==> src/rtl/prime_pkg.sv <==
// rtl/prime_pkg.sv - shared state encoding and default timing constants for prime_req
package prime_pkg;

    typedef enum logic [3:0] {
        IDLE      = 4'b0001,
        REQ       = 4'b0010,
        WAIT_BUSY = 4'b0100,
        WAIT_DONE = 4'b1000
    } state_t;

    localparam int DEF_DEB_CYCLES = 4;
    localparam int DEF_TIMEOUT    = 31;

endpackage

==> src/rtl/btn_edge.sv <==
// rtl/btn_edge.sv - push-button synchronizer, debounce filter and rising-edge pulse
module btn_edge
    import prime_pkg::*;
#(
    parameter int DEB_CYCLES = DEF_DEB_CYCLES
) (
    input  logic clk,
    input  logic rst_n,
    input  logic btn,
    output logic pulse
);

    localparam int CW = $clog2(DEB_CYCLES + 1);
    localparam logic [CW-1:0] CNT_LAST = CW'(DEB_CYCLES - 1);

    logic          meta;
    logic          sync;
    logic          level;
    logic          level_q;
    logic [CW-1:0] cnt;

    // A new level is accepted only after DEB_CYCLES consecutive samples disagree with the current one.
    always_ff @(posedge clk or negedge rst_n) begin
        if (!rst_n) begin
            meta    <= 1'b0;
            sync    <= 1'b0;
            level   <= 1'b0;
            level_q <= 1'b0;
            cnt     <= '0;
        end else begin
            meta    <= btn;
            sync    <= meta;
            level_q <= level;
            if (sync != level) begin
                if (cnt == CNT_LAST) begin
                    level <= sync;
                    cnt   <= '0;
                end else begin
                    cnt <= cnt + CW'(1);
                end
            end else begin
                cnt <= '0;
            end
        end
    end

    assign pulse = level & ~level_q;

endmodule

==> src/rtl/prime_req.sv <==
// rtl/prime_req.sv - button-driven candidate counter issuing requests to an external prime checker
module prime_req
    import prime_pkg::*;
#(
    parameter int DEB_CYCLES = DEF_DEB_CYCLES,
    parameter int TIMEOUT    = DEF_TIMEOUT
) (
    input  logic       clk,
    input  logic       rst_n,
    input  logic       inc_i,
    input  logic       dec_i,
    input  logic       start_i,
    input  logic       valid_i,
    input  logic       prime_i,
    output logic       en_o,
    output logic [3:0] data_o,
    output logic       busy_o,
    output logic       done_o,
    output logic       result_o,
    output logic       err_o
);

    localparam int WDW = $clog2(TIMEOUT + 1);
    localparam logic [WDW-1:0] WD_LAST = WDW'(TIMEOUT - 1);

    state_t         state, state_nx;
    logic [3:0]     data_nx;
    logic           done_nx, result_nx, err_nx;
    logic [WDW-1:0] wdog, wdog_nx;
    logic           inc_p, dec_p, start_p;

    btn_edge #(.DEB_CYCLES(DEB_CYCLES)) u_inc   (.clk(clk), .rst_n(rst_n), .btn(inc_i),   .pulse(inc_p));
    btn_edge #(.DEB_CYCLES(DEB_CYCLES)) u_dec   (.clk(clk), .rst_n(rst_n), .btn(dec_i),   .pulse(dec_p));
    btn_edge #(.DEB_CYCLES(DEB_CYCLES)) u_start (.clk(clk), .rst_n(rst_n), .btn(start_i), .pulse(start_p));

    always_comb begin
        state_nx  = state;
        data_nx   = data_o;
        done_nx   = 1'b0;
        result_nx = result_o;
        err_nx    = err_o;
        wdog_nx   = wdog;
        unique case (state)
            IDLE: begin
                // A start pulse wins over a coincident inc/dec so the checked value is the one shown.
                if (start_p) begin
                    if (data_o >= 4'd2) begin
                        state_nx = REQ;
                    end else begin
                        done_nx   = 1'b1;
                        result_nx = 1'b0;
                        err_nx    = 1'b0;
                    end
                end else if (inc_p && !dec_p) begin
                    data_nx = data_o + 4'd1;
                end else if (dec_p && !inc_p) begin
                    data_nx = data_o - 4'd1;
                end
            end
            REQ: begin
                state_nx = WAIT_BUSY;
                wdog_nx  = '0;
            end
            WAIT_BUSY, WAIT_DONE: begin
                if (state == WAIT_DONE && valid_i) begin
                    state_nx  = IDLE;
                    result_nx = prime_i;
                    err_nx    = 1'b0;
                    done_nx   = 1'b1;
                end else if (wdog == WD_LAST) begin
                    state_nx  = IDLE;
                    result_nx = 1'b0;
                    err_nx    = 1'b1;
                    done_nx   = 1'b1;
                end else begin
                    wdog_nx = wdog + WDW'(1);
                    if (state == WAIT_BUSY && !valid_i) begin
                        state_nx = WAIT_DONE;
                    end
                end
            end
            default: state_nx = IDLE;
        endcase
    end

    // en_o and busy_o are registered from the next state so they line up exactly with state.
    always_ff @(posedge clk or negedge rst_n) begin
        if (!rst_n) begin
            state    <= IDLE;
            data_o   <= 4'd2;
            en_o     <= 1'b0;
            busy_o   <= 1'b0;
            done_o   <= 1'b0;
            result_o <= 1'b0;
            err_o    <= 1'b0;
            wdog     <= '0;
        end else begin
            state    <= state_nx;
            data_o   <= data_nx;
            en_o     <= (state_nx == REQ);
            busy_o   <= (state_nx != IDLE);
            done_o   <= done_nx;
            result_o <= result_nx;
            err_o    <= err_nx;
            wdog     <= wdog_nx;
        end
    end

endmodule

==> config.mk <==
export PLATFORM = sky130hd
export DESIGN_NAME = prime_req
export DESIGN_NICKNAME = d
export VERILOG_FILES = /design/src/rtl/prime_pkg.sv /design/src/rtl/btn_edge.sv /design/src/rtl/prime_req.sv
export SDC_FILE = /design/constraint.sdc
export NUM_CORES = 1
export LEC_CHECK = 0
export CAP_MARGIN = 25
export CORE_AREA = 2 2 68 70
export CTS_CLUSTER_DIAMETER = 100
export CTS_CLUSTER_SIZE = 20
export DETAILED_ROUTE_END_ITERATION = 10
export DIE_AREA = 0 0 70 72
export SLEW_MARGIN = 25
export SYNTH_ARGS = -nofsm -noshare
export SYNTH_HDL_FRONTEND = slang
export SYNTH_SLANG_ARGS = --single-unit
==> constraint.sdc <==
create_clock -name clk -period 2.2 [get_ports clk]
set_input_delay 0.55 -clock clk [delete_from_list [all_inputs] [get_ports clk]]
set_output_delay 0.55 -clock clk [all_outputs]
set_load 0.05 [all_outputs]
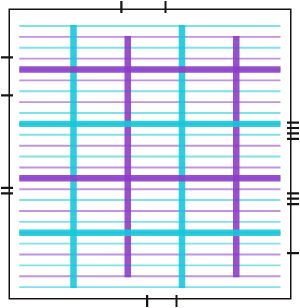
(PDN straps and rails)
Drawn at 4 px/um. Pins as bars on the die edge.
purple -> VDD
cyan -> VSS
rows = 24
met1 rails = 25
signal pins = 16
met5 straps = 4

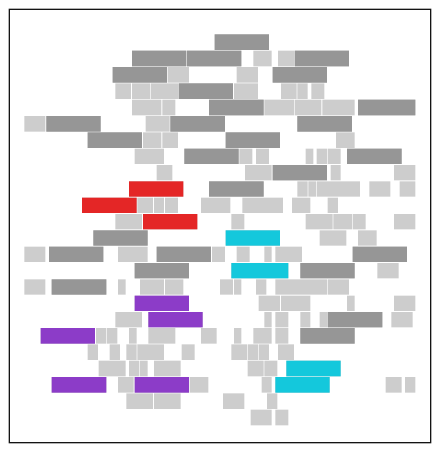
(sequential cells coloured by netlist name)
Drawn at 6 px/um.
purple -> `wdog`  # flops 5
cyan -> `state`  # flops 4
red -> `u_start.cnt`  # flops 3

==> impl_metrics.toml <==
# flow metrics
[yosys]
async_flop_share = 1.000
yosysCellCount = 127
synthesis.instances = 127
simple_logic_cell_fraction_of_the_synthesized_area = 0.1727
top_area_cell_share = 0.5510
most_numerous_cell_in_the_yosys_netlist = "dfrtp_1"
synth-seq-cells = 39
synth_cell_types = 38
synth_warnings = 0
synth_compound_gate_area_share = 0.09010

[cells_and_area]
regMostFlops = "wdog"
multi_input_combinational_area_share = 0.3392
layoutNonFillerInstCount = 202
fillerInstances = 389
syn_to_final_growth_pct = 18.09
dominant_cells = "registers"
clock_buffers = 7

[setup_path]
critical_path.max_fanout = 4
worst_ep_required_time_ns = 1.65
crit_buf_inv = 1

[global_routing]
grt_most_used_layer = "met2"
number_of_global_route_vias_before_repair = 1041
antenna_found_initial = 0
grt.met1_usage = 0.1564

[timing]
rsz0062_at_grt = "no"

[outcome]
status = "finished, final reports clean"

[place]
placedCellCount = 194
dp_hpwl_um = 1865
place_area_mm2 = 0.001893

[pwr]
power.switching_uw = 960.3
p_sw_frac = 0.3660

[min_path]
kind_of_path_behind_the_tightest_hold_check = "in2async"

[clock_network]
maximum_level_of_the_cts_h_tree = 2
cts_repair_resize_count = 0
cts_num_sinks = 39

[routing]
wire_per_inst_um = 13.01
routed-wl-met2_um = 1213
detail_route.drc_violations = 0

[die]
fp.dieW_um = 70
